[config.mk]
export PLATFORM = sky130hd
export DESIGN_NAME = mac_stop_ctrl
export DESIGN_NICKNAME = d
export VERILOG_FILES = /design/src/rtl/mac_stop_ctrl.sv
export SDC_FILE = /design/constraint.sdc
export NUM_CORES = 2
export LEC_CHECK = 0
export CAP_MARGIN = 20
export CORE_MARGIN = 10
export CORE_UTILIZATION = 40
export DETAILED_ROUTE_END_ITERATION = 10
export GPL_TIMING_DRIVEN = 0
export PLACE_DENSITY = 0.56
export SYNTH_ARGS = -nofsm -noshare
export SYNTH_HDL_FRONTEND = slang
export SYNTH_SLANG_ARGS = --single-unit
[constraint.sdc]
create_clock -name clk -period 12.3 [get_ports clk]
set_clock_uncertainty 0.15 [all_clocks]
set_input_delay 3.69 -clock clk [delete_from_list [all_inputs] [get_ports clk]]
set_output_delay 3.69 -clock clk [all_outputs]
set_load 0.02 [all_outputs]
[src/rtl/mac_stop_ctrl.sv]
// mac_stop_ctrl: sequencer that computes C = A x B through the mac_stop_mem
// memory ports, one C element at a time (K MAC cycles then one WRITE cycle).
// Ports:
//   clk, reset                 clock, synchronous active-high reset
//   start, stop                begin a pass (IDLE only) / abort the pass
//   busy, done, aborted        status: busy in MAC/WRITE, one-cycle pulses
//   row/col_addr_a/b/c         element addresses for A, B and C
//   matrix_a_re/b_re/c_we      memory read and write enables
//   data_out_a, data_out_b     same-cycle read data from A and B
//   data_in_c                  C write data (the accumulator)
module mac_stop_ctrl #(
    parameter int M = 4,
    parameter int K = 4,
    parameter int N = 4,
    parameter int DATA_WIDTH_INIT_MATRIX = 32,
    parameter int DATA_WIDTH_RESULT_MATRIX =
        2*DATA_WIDTH_INIT_MATRIX+$clog2(K)
) (
    input  logic clk,
    input  logic reset,
    input  logic start,
    input  logic stop,
    output logic busy,
    output logic done,
    output logic aborted,
    output logic [(M>1?$clog2(M):1)-1:0] row_addr_a,
    output logic [(K>1?$clog2(K):1)-1:0] col_addr_a,
    output logic [(K>1?$clog2(K):1)-1:0] row_addr_b,
    output logic [(N>1?$clog2(N):1)-1:0] col_addr_b,
    output logic [(M>1?$clog2(M):1)-1:0] row_addr_c,
    output logic [(N>1?$clog2(N):1)-1:0] col_addr_c,
    output logic matrix_a_re,
    output logic matrix_b_re,
    output logic matrix_c_we,
    input  logic [DATA_WIDTH_INIT_MATRIX-1:0] data_out_a,
    input  logic [DATA_WIDTH_INIT_MATRIX-1:0] data_out_b,
    output logic [DATA_WIDTH_RESULT_MATRIX-1:0] data_in_c
);

    localparam int MW = (M > 1) ? $clog2(M) : 1;
    localparam int KW = (K > 1) ? $clog2(K) : 1;
    localparam int NW = (N > 1) ? $clog2(N) : 1;
    localparam int DW = DATA_WIDTH_INIT_MATRIX;
    localparam int RW = DATA_WIDTH_RESULT_MATRIX;

    typedef enum logic [2:0] {
        IDLE,
        MAC,
        WRITE,
        DONE,
        ABORT
    } state_t;

    state_t state;
    state_t nxt;

    logic [MW-1:0] i;
    logic [NW-1:0] j;
    logic [KW-1:0] k;
    logic [RW-1:0] acc;
    logic [2*DW-1:0] prod;

    logic k_last;
    logic j_last;
    logic i_last;

    assign k_last = (k == KW'(K-1));
    assign j_last = (j == NW'(N-1));
    assign i_last = (i == MW'(M-1));

    // Full-width unsigned product; operands widened first so no bits drop.
    assign prod = {{DW{1'b0}}, data_out_a} * {{DW{1'b0}}, data_out_b};

    always_ff @(posedge clk) begin
        if (reset) begin
            state <= IDLE;
            i     <= '0;
            j     <= '0;
            k     <= '0;
            acc   <= '0;
        end else begin
            state <= nxt;
            case (state)
                IDLE: begin
                    if (start && !stop) begin
                        i   <= '0;
                        j   <= '0;
                        k   <= '0;
                        acc <= '0;
                    end
                end
                MAC: begin
                    if (stop) begin
                        i   <= '0;
                        j   <= '0;
                        k   <= '0;
                        acc <= '0;
                    end else begin
                        // k==0 restarts the sum for a fresh C element.
                        acc <= (k == '0 ? '0 : acc) + RW'(prod);
                        k   <= k_last ? '0 : k + 1'b1;
                    end
                end
                WRITE: begin
                    if (stop) begin
                        i   <= '0;
                        j   <= '0;
                        k   <= '0;
                        acc <= '0;
                    end else if (j_last) begin
                        j <= '0;
                        i <= i_last ? '0 : i + 1'b1;
                    end else begin
                        j <= j + 1'b1;
                    end
                end
                ABORT: begin
                    i   <= '0;
                    j   <= '0;
                    k   <= '0;
                    acc <= '0;
                end
                default: ;
            endcase
        end
    end

    // Outputs depend only on registered state and counters.
    always_comb begin
        nxt         = state;
        busy        = 1'b0;
        done        = 1'b0;
        aborted     = 1'b0;
        matrix_a_re = 1'b0;
        matrix_b_re = 1'b0;
        matrix_c_we = 1'b0;
        row_addr_a  = '0;
        col_addr_a  = '0;
        row_addr_b  = '0;
        col_addr_b  = '0;
        row_addr_c  = '0;
        col_addr_c  = '0;
        data_in_c   = '0;
        unique case (state)
            IDLE: begin
                if (start && !stop) nxt = MAC;
            end
            MAC: begin
                busy        = 1'b1;
                matrix_a_re = 1'b1;
                matrix_b_re = 1'b1;
                row_addr_a  = i;
                col_addr_a  = k;
                row_addr_b  = k;
                col_addr_b  = j;
                if (stop) nxt = ABORT;
                else if (k_last) nxt = WRITE;
            end
            WRITE: begin
                busy        = 1'b1;
                matrix_c_we = 1'b1;
                row_addr_c  = i;
                col_addr_c  = j;
                data_in_c   = acc;
                if (stop) nxt = ABORT;
                else if (i_last && j_last) nxt = DONE;
                else nxt = MAC;
            end
            DONE: begin
                done = 1'b1;
                nxt  = IDLE;
            end
            ABORT: begin
                aborted = 1'b1;
                nxt     = IDLE;
            end
            default: nxt = IDLE;
        endcase
    end

endmodule

Figure 1. Placed cells, one color a class.
Scale bar: 100 um.
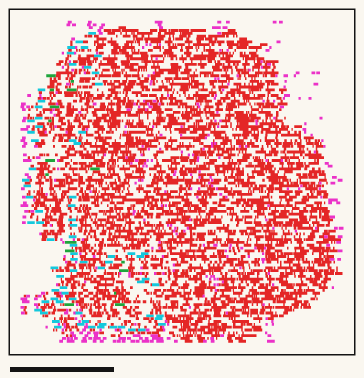
- registers: cyan (cells 75; share of their area 3.7%)
- remaining logic cells: red (cells 4069; share of their area 89%)
- clock drivers and dummy loads: green (cells 16; share of their area 0.75%)
- remaining buffers and delay cells: magenta (cells 414; share of their area 6.8%)
sequential cell area share: 3.531%
core area: 96420 um^2
fin area: 42520 um^2
# rows: 114
post-layout util: 44.09%

Figure 2. Congestion heat map.
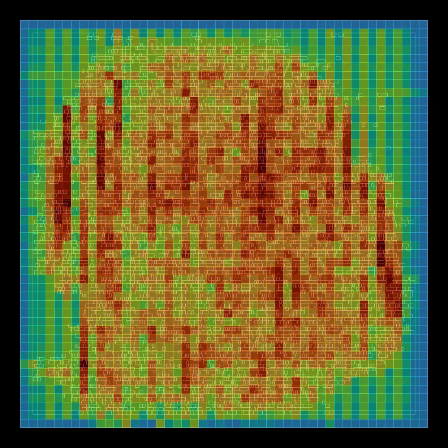
Global Route Usage Sum: 26.96%
GRT busiest layer: met2

==> job_summary.md <==
### Metrics collected by this job

| Metric | Value |
|---|---|
| TritonRoute pass-1 iters | `6` |
| Antenna violations before repair | `17` |
| Clk sinks | `75` |
| Fillers | `9745` |
| Slew HR | `27.09%` |
| Logic area | `32330 um^2` |
| Max incr delay on CP | `0.87 ns` |
| Die area | `109700 um^2` |
| Largest cells by area | `fa_1 (50%), inv_1 (10%), and2_1 (8.5%), ha_1 (8.3%), nand2_1 (5.7%)` |
| H-Tree Depth | `3` |
| Fin. max-slew vios | `0` |
| Worst hold path type | `reg2reg` |
| Ys flop type | `dfxtp_1` |
| Vias in the first global route | `32.43k` |
| Most frequent CP cell | `fa_1` |
| Cell variety after synth | `69` |
| Share of layout cells above drive strength 1 | `4.416%` |
| DP Wirelength | `128600 um` |
| Postcts setup bufs | `0` |
| Outcome | `completed` |
| CP max FO | `10` |
| CP Launch Type | `primary input` |
| Synth area leader | `fa_1` |
| Final Hold Vio Count | `0` |
| Setup WS pre-CTS | `-1.036 ns` |
| Cycle use final | `99.19%` |
| Crit. Startpoint | `data_out_b[30]` |
| Reg2reg path depth | `30` |
| Critical Path End | `acc[65]` |
| Critical path's top delay family | `adder cells` |
| OpenROAD warning count | `31` |
| Max Cap Viol | `0` |
| Vias per cell | `5.214` |
| Top Layout Cells | `inv_1 (1066), fa_1 (962), nand2_1 (584)` |
| Syn Inst Count | `4403` |
| Path length in cells of the critical path | `25` |
| Reg2Reg Setup Slack | `2.24 ns` |
Figure 3. Signal metal coverage by tile.
Scale bar: 100 um. 33 x 33 tiles, from dark purple (low) to yellow (high), scaled to the fullest tile. Values are wire area over tile area, all layers added.
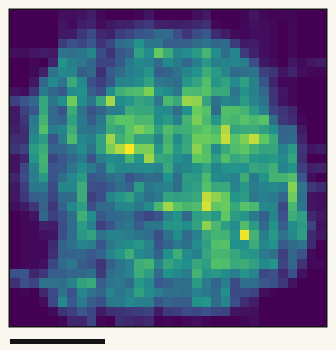
- tiles over half the peak: 25%
- densest ninth of the die: middle
- mean over tiles: 0.22
- fullest tile: 0.68
- nearly empty tiles: 14%
final wirelength: 147700 um
WL/cell: 25.22 um
via count: 30.53k

Figure 4. Port wiring.
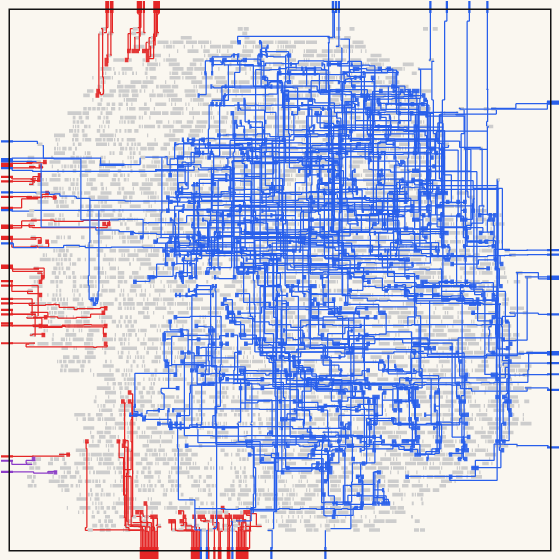
- row_addr_a: purple (direction output; edge left; end cells 2; buffers 2; wire 55.7 um)
- data_in_c: red (direction output; edge 32 bottom, 22 left, 12 top; end cells 66; buffers 66; wire 2590 um)
- data_out_b: blue (direction input; edge 13 right, 7 top, 7 left, 5 bottom; end cells 1024; buffers 128; wire 31.7 mm)
port bufs: 149
Ports: 152

area by class of cell:
class                      instances  area share, %
clock inverter                     7         0.1913
clock buffer                       9         0.5297
multi-input combinational       3003          76.04
sequential                        75          3.531
tap                             1276          3.755
inverter                        1066          9.411
buffer                           258          2.775
timing repair buffer             156          3.740
antenna                            5        0.02943
sequential cells by signal, summed over array words and instances (netlist names):
name	flops
acc	66
state	3
i	2
j	2
k	2
per-layer routing:
layer  GRT usage [%]  routed length, um
met2           41.99              66060
met5               0                 99
met4           9.269               5684
met1           37.41              63710
met3           4.840              12100
